**src/rtl/jtframe_i8742_ctrl_pkg.sv**
```systemverilog
`default_nettype none
// ============================================================================
// Module : jtframe_i8742_ctrl_pkg
// Brief  : State, status-bit and a0 encodings for the i8742 host sequencer.
// Rev    : 1.0
// ============================================================================
package jtframe_i8742_ctrl_pkg;

  typedef enum logic [2:0] {
    IDLE  = 3'd0,
    POLL  = 3'd1,
    CHECK = 3'd2,
    XFER  = 3'd3,
    DONE  = 3'd4,
    FAIL  = 3'd5
  } state_t;

  localparam int   OBF     = 0;
  localparam int   IBF     = 1;
  localparam logic A0_DATA = 1'b0;
  localparam logic A0_STAT = 1'b1;

endpackage
`default_nettype wire

```
**src/rtl/jtframe_i8742_ctrl_strb.sv**
```systemverilog
`default_nettype none
// ============================================================================
// Module : jtframe_i8742_ctrl_strb
// Brief  : cen-tick strobe timer; last is high on the final tick of a strobe.
// Rev    : 1.0
// ============================================================================
module jtframe_i8742_ctrl_strb #(
  parameter int STROBE = 3
) (
  input  logic clk,
  input  logic rst_n,
  input  logic cen,
  input  logic load,
  output logic last
);

  localparam logic [3:0] C_RELOAD = 4'(STROBE - 1);

  logic [3:0] r_cnt;

  // Loaded on state entry, so the entry edge itself is never counted as a tick
  always_ff @(posedge clk or negedge rst_n) begin
    if (!rst_n) begin
      r_cnt <= '0;
    end else if (load) begin
      r_cnt <= C_RELOAD;
    end else if (cen && r_cnt != 4'd0) begin
      r_cnt <= r_cnt - 4'd1;
    end
  end

  assign last = cen && (r_cnt == 4'd0);

endmodule
`default_nettype wire

```
**src/rtl/jtframe_i8742_ctrl.sv**
```systemverilog
`default_nettype none
// ============================================================================
// Module : jtframe_i8742_ctrl
// Brief  : Host-side bus sequencer for the i8742 (UPI-41) host port.
//          Optional statistics port: define JTFRAME_I8742_CTRL_STATS_EN.
// Rev    : 1.0
// ============================================================================
module jtframe_i8742_ctrl
  import jtframe_i8742_ctrl_pkg::*;
#(
  parameter int STROBE = 3,
  parameter int TOUT   = 1023
) (
  input  logic       clk,
  input  logic       rst_n,
  input  logic       cen,
  input  logic       req,
  input  logic       we,
  input  logic       cmd,
  input  logic [7:0] wdata,
  output logic [7:0] rdata,
  output logic       ack,
  output logic       tout,
  output logic       busy,
`ifdef JTFRAME_I8742_CTRL_STATS_EN
  input  logic [1:0] st_addr,
  output logic [7:0] st_dout,
`endif
  output logic       upi_a0,
  output logic       upi_cs_n,
  output logic       upi_rdn,
  output logic       upi_wrn,
  output logic [7:0] upi_dout,
  input  logic [7:0] upi_din
);

  localparam logic [16:0] C_TOUT = 17'(TOUT);

  state_t      r_state;
  state_t      w_nxt;
  logic        r_we;
  logic        r_cmd;
  logic [7:0]  r_wdata;
  logic [1:0]  r_flags;
  logic [15:0] r_polls;
  logic        w_last;
  logic        w_load;
  logic        w_ready;
  logic        w_give_up;
  logic        w_cs_n;
  logic        w_rdn;
  logic        w_wrn;
  logic        w_a0;
  logic [7:0]  w_dout;
  logic        w_ack;
  logic        w_tout;

  jtframe_i8742_ctrl_strb #(
    .STROBE (STROBE)
  ) u_strb (
    .clk   (clk),
    .rst_n (rst_n),
    .cen   (cen),
    .load  (w_load),
    .last  (w_last)
  );

  assign w_ready   = r_we ? !r_flags[IBF] : r_flags[OBF];
  assign w_give_up = ({1'b0, r_polls} + 17'd1) == C_TOUT;
  assign w_load    = (w_nxt != r_state) && (w_nxt == POLL || w_nxt == XFER);

  always_ff @(posedge clk or negedge rst_n) begin
    if (!rst_n) r_state <= IDLE;
    else        r_state <= w_nxt;
  end

  always_comb begin
    w_nxt = r_state;
    case (r_state)
      IDLE:  if (req) w_nxt = POLL;
      POLL:  if (w_last) w_nxt = CHECK;
      CHECK: if (cen) begin
               if (w_ready)        w_nxt = XFER;
               else if (w_give_up) w_nxt = FAIL;
               else                w_nxt = POLL;
             end
      XFER:  if (w_last) w_nxt = DONE;
      DONE:  if (cen) w_nxt = IDLE;
      FAIL:  if (cen) w_nxt = IDLE;
      default: w_nxt = IDLE;
    endcase
  end

  // Bus pins are decoded from the next state so they switch with the state register
  always_comb begin
    w_cs_n = 1'b1;
    w_rdn  = 1'b1;
    w_wrn  = 1'b1;
    w_a0   = A0_DATA;
    w_dout = 8'd0;
    w_ack  = (r_state == DONE) && (w_nxt == IDLE);
    w_tout = (r_state == FAIL) && (w_nxt == IDLE);
    case (w_nxt)
      POLL: begin
        w_cs_n = 1'b0;
        w_rdn  = 1'b0;
        w_a0   = A0_STAT;
      end
      XFER: begin
        w_cs_n = 1'b0;
        if (r_we) begin
          w_a0   = r_cmd;
          w_wrn  = 1'b0;
          w_dout = r_wdata;
        end else begin
          w_rdn  = 1'b0;
        end
      end
      default: ;
    endcase
  end

  always_ff @(posedge clk or negedge rst_n) begin
    if (!rst_n) begin
      r_we    <= 1'b0;
      r_cmd   <= 1'b0;
      r_wdata <= 8'd0;
      r_flags <= 2'd0;
      r_polls <= 16'd0;
    end else begin
      if (r_state == IDLE && req) begin
        r_we    <= we;
        r_cmd   <= cmd;
        r_wdata <= wdata;
        r_polls <= 16'd0;
      end
      if (r_state == POLL && w_last) r_flags <= {upi_din[IBF], upi_din[OBF]};
      if (r_state == CHECK && cen && !w_ready) r_polls <= r_polls + 16'd1;
    end
  end

  always_ff @(posedge clk or negedge rst_n) begin
    if (!rst_n) begin
      upi_cs_n <= 1'b1;
      upi_rdn  <= 1'b1;
      upi_wrn  <= 1'b1;
      upi_a0   <= 1'b0;
      upi_dout <= 8'd0;
      rdata    <= 8'd0;
      ack      <= 1'b0;
      tout     <= 1'b0;
      busy     <= 1'b0;
    end else begin
      upi_cs_n <= w_cs_n;
      upi_rdn  <= w_rdn;
      upi_wrn  <= w_wrn;
      upi_a0   <= w_a0;
      upi_dout <= w_dout;
      ack      <= w_ack;
      tout     <= w_tout;
      busy     <= (w_nxt != IDLE);
      if (r_state == XFER && w_last && !r_we) rdata <= upi_din;
    end
  end

`ifdef JTFRAME_I8742_CTRL_STATS_EN
  logic [7:0] r_nxfer;
  logic [7:0] r_ntout;
  logic [7:0] r_last_st;

  always_ff @(posedge clk or negedge rst_n) begin
    if (!rst_n) begin
      r_nxfer   <= 8'd0;
      r_ntout   <= 8'd0;
      r_last_st <= 8'd0;
      st_dout   <= 8'd0;
    end else begin
      if (w_ack) r_nxfer <= r_nxfer + 8'd1;
      if (w_tout && r_ntout != 8'hFF) r_ntout <= r_ntout + 8'd1;
      if (r_state == POLL && w_last) r_last_st <= upi_din;
      case (st_addr)
        2'd0:    st_dout <= r_nxfer;
        2'd1:    st_dout <= r_ntout;
        2'd2:    st_dout <= r_last_st;
        default: st_dout <= {5'd0, r_state};
      endcase
    end
  end
`endif

endmodule
`default_nettype wire
```
**config.mk**
```make
export PLATFORM = sky130hd
export DESIGN_NAME = jtframe_i8742_ctrl
export DESIGN_NICKNAME = d
export VERILOG_FILES = /design/src/rtl/jtframe_i8742_ctrl_pkg.sv /design/src/rtl/jtframe_i8742_ctrl_strb.sv /design/src/rtl/jtframe_i8742_ctrl.sv
export SDC_FILE = /design/constraint.sdc
export NUM_CORES = 1
export LEC_CHECK = 0
export CAP_MARGIN = 5
export CORE_MARGIN = 1
export CORE_UTILIZATION = 53
export DETAILED_ROUTE_END_ITERATION = 7
export PLACE_DENSITY = 0.83
export RECOVER_POWER = 50
export REMOVE_ABC_BUFFERS = 1
export SYNTH_ARGS = -nofsm -noshare
export SYNTH_HDL_FRONTEND = slang
export SYNTH_SLANG_ARGS = --single-unit
```
**constraint.sdc**
```tcl
create_clock -name clk -period 3 [get_ports clk]
set_input_delay 0.75 -clock clk [delete_from_list [all_inputs] [get_ports clk]]
set_output_delay 0.75 -clock clk [all_outputs]
set_load 0.02 [all_outputs]
```
Fig. 1: run 1, signal wires on met1
The bar under the picture is 20 um long. Supply wires on this layer in gray.
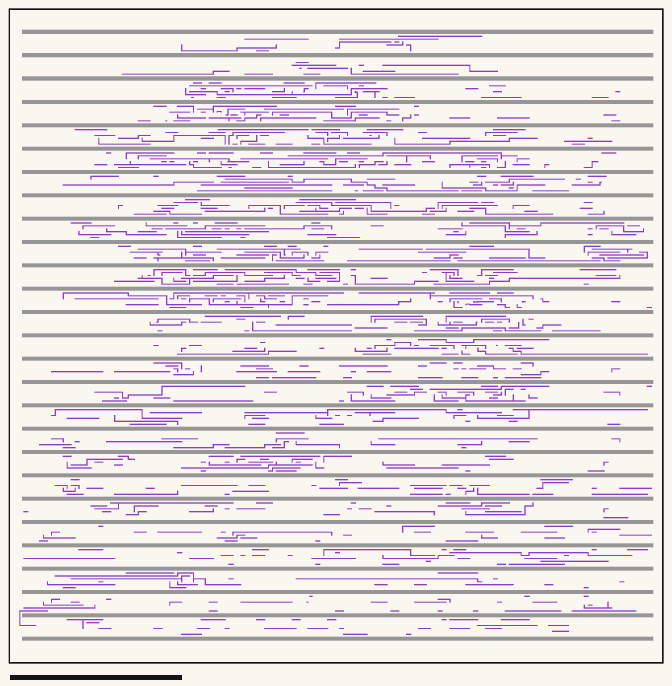
331 nets have wire on it. The longest straight run is 21.2 um.

Fig. 2: run 1, metal 2
Cells faint in the background.
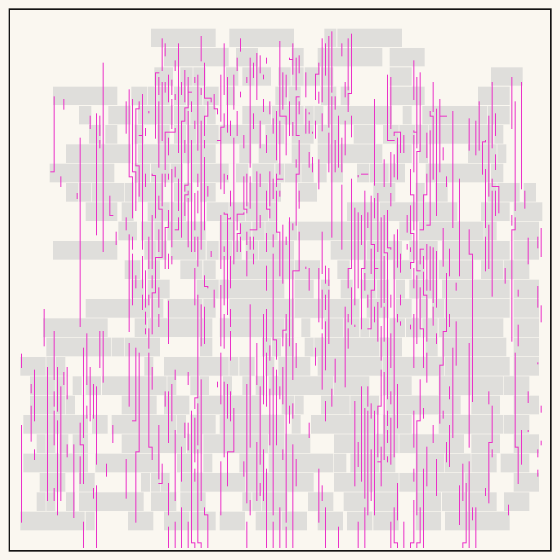
The wires run mostly vertical. 309 nets have wire on it. The longest straight run is 31.3 um. The layer carries 3020 um of wire.
via count: 2347
fraction of met2 tracks used by global routing: 36.7%

Fig. 3: run 1, metal 3
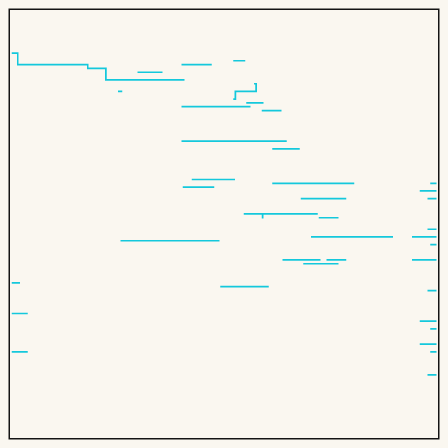
33 nets have wire on it. The longest straight run is 18.4 um. The layer carries 232 um of wire.
global-route met3 utilization: 5.75%
sum of routed wire length over all layers: 6030 um

==> results.txt, run 1 <==
Physical implementation status

The run finished with clean final reports. The maximum clock rate stands at around 380 MHz. Walking the worst path, the cells encountered are dlygate4sd3_1 > nor2b_1 > o211ai_2 > a2111oi_2 > nand3_1 > o211a_1. The first routing iteration left between 100 and 150 violations. The layer flagged by global routing as most heavily used is met2. The post-synthesis instance total stands at approximately 290.

The number of global-route vias before repair stands at around 2200. Counting flops with a built-in enable in the synthesized netlist gives 0. The fraction of final cell area spent on non-clock buffers in this run is 12.8%. Data on the critical path arrives at its endpoint at around 2.9 ns. The sequential portion of the cell area stands at around 40%. Per the placement log, port buffering inserted approximately 44 buffers. The number of cell instances on the worst register-to-register path stands at 6.

The power density over the cells stands at just over 800 nW/um2. Per the OpenROAD power report, leakage power amounts to ~1.6 nW. STA lists the maximum fanout along the critical path as 10. The total routing resource utilization after global routing stands at between 20% and 30%.

The number of core rows stands at 26. In this run the post-CTS setup repair buffer count came out at 0. The capture point of the worst register-to-register path is recorded as rdata[2]. The final layout report lists a clock buffer count of 10. Per the detail_route report, routed wire per instance is about 15 um.

The largest net degree at the start of global routing stands at 25. The estimated wirelength of the detail-placed design stands at 4190 um. The vias per cell stands at between 5 and 6. The report counts max-capacitance violations totalling 0. STA puts the critical path data required time at 3.22 ns.

The number of primary I/O pins stands at ~45. For the pin with the worst max-slew slack, the measured transition is approximately 1.2 ns. STA classifies the critical path startpoint as a primary input. In this run the clock root is driven by a sky130_fd_sc_hd__clkbuf_8. STA classifies the critical path endpoint as a register. The share of the core filled by cells before placement stands at a little under three fifths. The number of tap cells added at floorplan stands at ~70. The cell area that synthesis handed to floorplanning was just under 3000 um2. The final layout report lists a non-clock buffer count of ~49. The full die area stands at approximately 5800 um2. Per the synthesis report, the number of distinct cell types is about 55.

Per the post-run analysis, buffers plus inverters along the critical path come to 1. The routed layout reports a DRC error count of 0. The global-route wire length before repair stands at approximately 10000 um. The number of antenna violations at the first check in global routing stands at 0.

The worst reg-to-reg setup slack stands at around 0.6 ns. The number of cell instances after yosys synthesis stands at about 300. In this run the cell area measured after placement is approximately 3400 um2. The post-route clock skew stands at roughly 0.0066 ns.

On the reported timing paths, the clock transition at the registers reads around 0.070 ns. The largest voltage drop on the vdd net stands at 429 uV. The delay of the slowest critical-path stage stands at around 0.75 ns. Ranked by total area, the top cell class in this layout is sequential cells.

The final layout reports a setup TNS of 0 ns. The critical path starts at cen. In this run the number of H-tree levels came out at 3. The final antenna-violating net count stands at 0. The slew check shows that the tightest pin keeps a relative margin of 17.0%. The core outline area stands at roughly 5200 um2.
## run 1: sequential cells by signal, indices dropped and copies added, names as in the netlist, 2 cells and up
name and count:
rdata 8, r_wdata 8, u_strb.r_cnt 4, r_flags 2
r_polls 16, r_state 3, upi_dout 8
## run 1: stage by stage
stage          setup slack (ns)  utilization (%)  cells
4_1_cts                   0.446             69.5    413
5_1_grt                   0.170             69.1    413
3_5_place_dp              0.109             65.3    398
2_1_floorplan             0.508                -    279
6_report                  0.348             69.1    413
3_3_place_gp              0.138             65.3    398
## run 1: logic make-up (layout without fill, tap and decap cells)
logic type | after synthesis | after routing | synth area share [%]
AOI/OAI and AO/OA | 60 | 60 | 14.0
buffers and inverters | 25 | 74 | 3.67
and+or+nand+nor | 127 | 127 | 23.4
adders and majority gates | 4 | 4 | 1.72
muxes | 12 | 12 | 4.66
DFF | 58 | 58 | 50.2
xor gates and xnor gates | 8 | 8 | 2.41
## run 1: power breakdown
group / total, mW / leakage, nW / internal [mW] / switching (mW)
sequential: 1.19 / 0.750 / 1.03 / 0.164
clock: 0.785 / 0.112 / 0.484 / 0.301
combinational: 0.991 / 0.694 / 0.469 / 0.522
## run 1: cells in the final DEF (no fill, tap or decap), types with 12 or more instances in the layout
| cell type | synthesis | routed |
|---|---|---|
| sky130_fd_sc_hd__mux2_2 | 12 | 12 |
| sky130_fd_sc_hd__nand3_1 | 17 | 17 |
| sky130_fd_sc_hd__nor2_1 | 14 | 14 |
| sky130_fd_sc_hd__clkdlybuf4s50_1 | 0 | 41 |
| sky130_fd_sc_hd__o21ai_0 | 28 | 28 |
| sky130_fd_sc_hd__nand2_1 | 44 | 44 |
| sky130_fd_sc_hd__dfrtp_1 | 55 | 55 |
| sky130_fd_sc_hd__and2_1 | 12 | 12 |
==> run 2, diff against run 1 <==
--- a/config.mk
+++ b/config.mk
@@ -12,6 +12,7 @@
 export PLACE_DENSITY = 0.83
 export RECOVER_POWER = 50
 export REMOVE_ABC_BUFFERS = 1
+export SKIP_LAST_GASP = 1
 export SYNTH_ARGS = -nofsm -noshare
 export SYNTH_HDL_FRONTEND = slang
 export SYNTH_SLANG_ARGS = --single-unit
Fig. 4: run 2, routing congestion
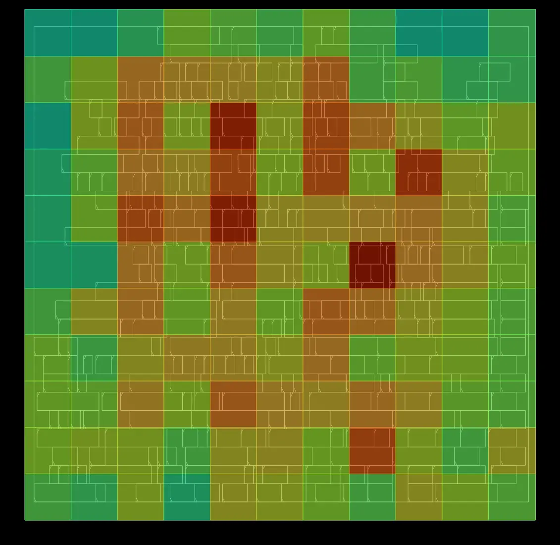
utilization of the core after routing: 69.1%
GR Layer Usage met1: 30.2%
most utilized layer in the global route result: met2
all-layer global routing usage: 22.8%

Fig. 5: run 2, metal 2
Cells faint in the background.
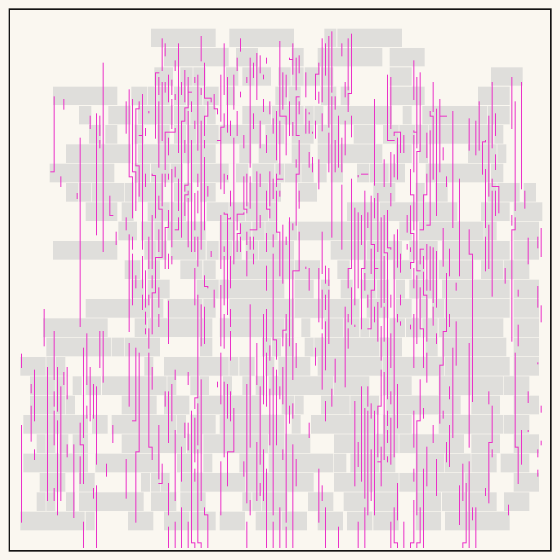
309 nets have wire on it. The layer carries 3020 um of wire. The layer holds 50% of the routed length.

==> run 2 against run 1 <==
Area after synthesis unchanged. Maximum frequency is the same. Core utilization unchanged. Cell area did not move. Largest cell class unchanged. Global-route usage did not move. Largest power group unchanged. Sequential share of layout area unchanged. Critical path type unchanged. First-iteration DRC count unchanged. Non-clock buffer count unchanged. Register-to-register slack hardly changed.
==> results.txt, run 2 <==
Physical implementation status

Among the non-sequential cells, simple AND/OR/NAND/NOR gates take the most area. The area fraction in xor and xnor cells stands at 2.41% (unchanged). The root buffer cell chosen for the clock tree is sky130_fd_sc_hd__clkbuf_8. The worst-case headroom to the max-slew limit stands at 17.0% (unchanged).

The core outline area stands at 5200 um2 (unchanged). The number of cell instances on the worst register-to-register path was 6 (unchanged). The post-synthesis instance total came to 294 (unchanged).

The count of flip-flops with a built-in enable after synthesis stands at 0 (unchanged). The estimated wirelength of the detail-placed design stands at 4190 um (unchanged). The largest voltage drop on the vdd net came to 429 uV (unchanged). The routed wire length stands at 6030 um (unchanged). The worst setup path is launched from a primary input. The global-route wire length before repair stands at 10300 um (unchanged). The number of post-CTS setup repair buffers stands at 0 (unchanged). The vias per cell stands at 5.68 (unchanged). The power density over the cells is 825 nW/um2 (unchanged). Traced cell by cell, the critical path runs through dlygate4sd3_1 > nor2b_1 > o211ai_2 > a2111oi_2 > nand3_1 > o211a_1. Per the cell usage report, the commonest logic cell in the layout is sky130_fd_sc_hd__dfrtp_1. The summed negative setup slack over all endpoints was 0 ns (unchanged).

The fraction of the mapped netlist area in adder cells stands at 1.72% (unchanged). The worst setup path is captured at a register. The number of flip-flops in the largest register came to 16 (unchanged). The detail-routed net length per standard cell stands at 14.6 um (unchanged). More flip-flops sit in one register than any other, and that register is r_polls. The sum of buffers and inverters on the critical path stands at 1 (unchanged). The maximum clock rate stands at 377 MHz (unchanged). The cell leakage power was 1.56 nW (unchanged). The mux share of post-synthesis cell area is 4.66% (unchanged).

The number of antenna violations at the first check in global routing is 0 (unchanged). The post-route clock skew stands at 0.00661 ns (unchanged). The data required time at the worst endpoint is 3.22 ns (about the same). The final antenna-violating net count came to 0 (unchanged). The netlist area before placement stands at 2900 um2 (unchanged). According to the timing report, the critical path is launched from cen. The post-synthesis cell type count stands at 55 (unchanged). The violation count after the first detailed-routing iteration stands at 116 (unchanged). The clock input transition at the sequential cells of the worst setup and hold paths stands at 0.07 ns (about the same).

The number of core rows stands at 26 (unchanged). The full die area came to 5770 um2 (unchanged). The placed cell count stands at 398 (unchanged).

The slew of the pin with the lowest slew margin stands at 1.25 ns (unchanged). The count of H-tree levels built during CTS was 3 (unchanged). The flow ran to the end, and the final reports show no timing, DRC or antenna violations. The number of cell instances after yosys synthesis came to 294 (unchanged). The largest net degree at the start of global routing was 25 (unchanged).
## run 2: cell counts after synthesis
Identical to the previous run, type by type.
## run 2: cell type report
type,instances,area [um2]
Clock buffer,10,138
Clock inverter,5,78.8
Fill cell,420,1610
Inverter,10,37.5
Multi-Input combinational cell,211,1340
Sequential cell,58,1460
Tap cell,70,87.6
Timing Repair Buffer,49,460
## run 2: cells by family (layout without fill, tap and decap cells)
kind of cell / after synthesis / in the layout
AOI/OAI and AO/OA: 60 / 60
xor gates and xnor gates: 8 / 8
adders and majority gates: 4 / 4
buffers and inverters: 25 / 74
DFF: 58 / 58
muxes: 12 / 12
and+or+nand+nor: 127 / 127
## run 2: report_power, final
group | switching [mW] | internal, mW
Combinational | 0.522 | 0.469
Sequential | 0.164 | 1.03
Clock | 0.301 | 0.484
Total | 0.987 | 1.98
## run 2: layer usage
| layer | vias up | track usage, % | routed length [um] |
|---|---|---|---|
| li1 | 1138 | - | - |
| met1 | 1144 | 30.2 | 2730 |
| met2 | 61 | 36.7 | 3020 |
| met3 | 4 | 5.75 | 232 |
| met4 | 0 | 7.50 | 45 |
| met5 | - | 0 | 0 |
## run 2: worst min path at each step
stage,startpoint,to,slack [ns],depth (start not counted)
floorplan,r_wdata[0],r_wdata[0],0.44,2
global placement,r_wdata[6],r_wdata[6],0.45,2
detailed placement,r_wdata[2],r_wdata[2],0.46,2
CTS,rst_n,r_wdata[4],0.32,1
global route,r_wdata[0],r_wdata[0],0.48,2
finish,r_wdata[7],upi_dout[7],0.47,1
## run 2: stage by stage
stage,hold slack [ns],utilization (%),area [um2],worst slack (ns)
after floorplan,0.437,-,2830,0.508
after global placement,0.450,65.3,3400,0.138
after detailed placement,0.458,65.3,3400,0.109
after CTS,0.325,69.5,3620,0.446
after global routing,0.484,69.1,3600,0.170
final,0.469,69.1,3600,0.348
Fig. 6: run 2, metal 3
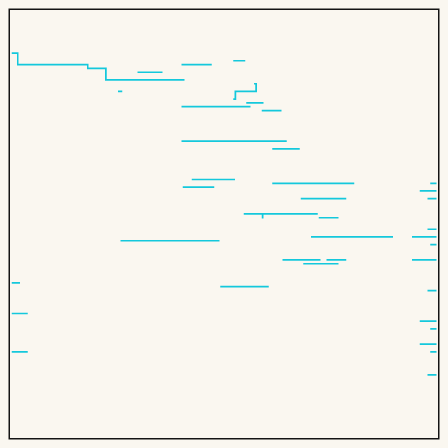

==> run 3, diff against run 2 <==
--- a/config.mk
+++ b/config.mk
@@ -9,6 +9,7 @@
 export CORE_MARGIN = 1
 export CORE_UTILIZATION = 53
 export DETAILED_ROUTE_END_ITERATION = 7
+export GPL_ROUTABILITY_DRIVEN = 0
 export PLACE_DENSITY = 0.83
 export RECOVER_POWER = 50
 export REMOVE_ABC_BUFFERS = 1
==> constraint.sdc (replaced) <==
create_clock -name clk -period 3 [get_ports clk]
set_input_delay 0.45 -clock clk [delete_from_list [all_inputs] [get_ports clk]]
set_output_delay 0.45 -clock clk [all_outputs]
set_load 0.02 [all_outputs]
Fig. 7: run 3, metal 3
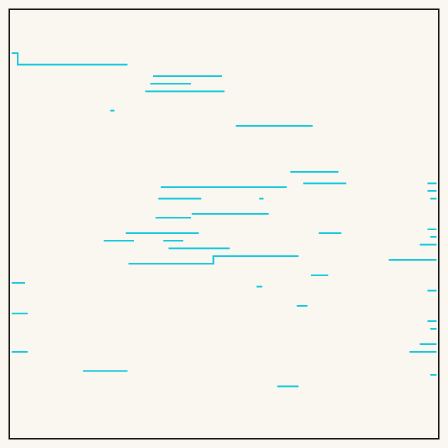
31 nets have wire on it. The longest straight run is 22.1 um.
sum of routed wire length over all layers: 6020 um
global-route met3 utilization: 4.79%
via count: 2353

Fig. 8: run 3, routing congestion
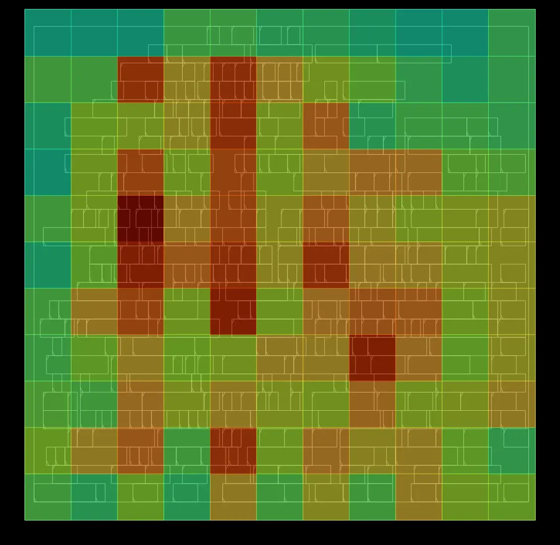
utilization of the core after routing: 69.4%
all-layer global routing usage: 22.7%
GR Layer Usage met1: 30.0%

==> run 3 against run 2 <==
The run now ends with max-capacitance violations, max-slew violations left. Synthesized cell count unchanged. Setup slack better by 0.17 ns. Combinational power is 1% lower. Routed wire length fell by 0.13%. Die area is the same. Area after synthesis stayed put. Core utilization increased by 0.24 points. Global-route usage barely moved. Critical endpoint is now rdata[5]. Highest routed layer unchanged.
==> results.txt, run 3 <==
Physical implementation status

The final reports fail on max-capacitance violations, max-slew violations. The number of antenna violations at the first check in global routing was 0 (unchanged). After global routing, the most crowded layer is met2. The startpoint identified for the worst hold timing path is r_wdata[6].

The number of maximum-capacitance constraint violations stands at 1. The detail-routed net length per standard cell is 14.5 um (-0.61%). The netlist area before placement was 2900 um2 (unchanged). The core outline area came to 5200 um2 (unchanged). The met2 layer usage reported by global route stands at 35.8% (-0.91 points). The post-synthesis cell type count is 55 (unchanged). The final number of max-transition violations stands at 31. The cell leakage power is 1.55 nW (-0.13%). STA classifies the critical path endpoint as a register. The global-route wire length before repair is 10300 um (unchanged). The estimated wirelength of the detail-placed design came to 4210 um (+0.46%). The violation count after the first detailed-routing iteration stands at 141 (+22%). The largest voltage drop on the vdd net is 589 uV (+37%). The largest net degree at the start of global routing is 31 (+24%). The number of cell instances after yosys synthesis is 294 (unchanged).

r_polls holds more flip-flops than any other register. STA classifies the critical path startpoint as a register. Per the cell usage report, the commonest logic cell in the layout is sky130_fd_sc_hd__dfrtp_1. The number of post-CTS setup repair buffers is 0 (unchanged).

The vias per cell stands at 5.67 (-0.23%). The sum of buffers and inverters on the critical path stands at 1 (unchanged). The full die area stands at 5770 um2 (unchanged). The data required time at the worst endpoint came to 3.22 ns (about the same). The root buffer cell chosen for the clock tree is sky130_fd_sc_hd__clkbuf_8. The cell area after layout stands at 3610 um2 (+0.35%). The cell area reported after detailed placement was 3410 um2 (+0.22%). The maximum clock rate stands at 403 MHz (+6.8%).

The count of H-tree levels built during CTS came to 3 (unchanged). The signal on the critical path passes through inv_1 > ha_1 > or3b_1 > or2_1 > nor4b_4 > mux2_2. The final antenna-violating net count stands at 0 (unchanged). The number of flip-flops in the largest register was 16 (unchanged). The run finished, with violations left.

The clock input transition at the sequential cells of the worst setup and hold paths stands at 0.07 ns (about the same). The critical path starts at u_strb.r_cnt[0].
==> run 3: cell counts after synthesis <==
No cell type changed its count.
==> run 3: area by class of cell <==
cell class	count	area [um2]	area share [%]
Inverter	10	37.5	1.04
Multi-Input combinational cell	211	1340	37.2
Tap cell	70	87.6	2.43
Timing Repair Buffer	50	468	13.0
Clock inverter	7	93.8	2.60
Clock buffer	9	124	3.43
Sequential cell	58	1460	40.3
==> run 3: kinds of logic (layout without fill, tap and decap cells) <==
family          after synthesis  after routing  share of synthesized area [%]
fa+ha+maj                     4              4                           1.72
mux                          12             12                           4.66
compound gates               60             60                           14.0
buf+inv                      25             76                           3.67
xor+xnor                      8              8                           2.41
simple gates                127            127                           23.4
flops                        58             58                           50.2
==> run 3: report_power, final <==
part	internal (mW)	switching (mW)	total, mW
Combinational	0.466	0.515	0.981
Sequential	1.03	0.169	1.20
Clock	0.465	0.324	0.789
Total	1.96	1.01	2.97
==> run 3: final timing paths <==
kind                            depth (start not counted)         endpoint  slack, ns
worst min-delay path                                    2       r_wdata[6]       0.47
min in group asynchronous                               1       r_wdata[4]       0.49
max in group asynchronous                               2  u_strb.r_cnt[0]       1.02
worst max-delay path                                    6         rdata[5]       0.52
worst max register to register                          6         rdata[5]       0.52
worst min register to register                          2       r_wdata[6]       0.47
==> run 3: routing by layer <==
layer	wire length [um]	vias to the layer above	share of wire (%)
met1	2790	1147	46
met2	2860	55	47
li1	-	1139	-
met4	126	0	2.1
met3	250	12	4.2
met5	0	-	0
==> run 3: metrics by stage <==
step	instances	util (%)	setup slack, ns	hold WS [ns]
final	415	69.4	0.518	0.470
after global placement	399	65.5	0.500	0.449
after global routing	415	69.4	0.365	0.493
after floorplan	279	-	0.702	0.154
after detailed placement	399	65.5	0.450	0.455
after CTS	415	69.6	0.521	0.152
Power is estimated from default activity; no workload was simulated.
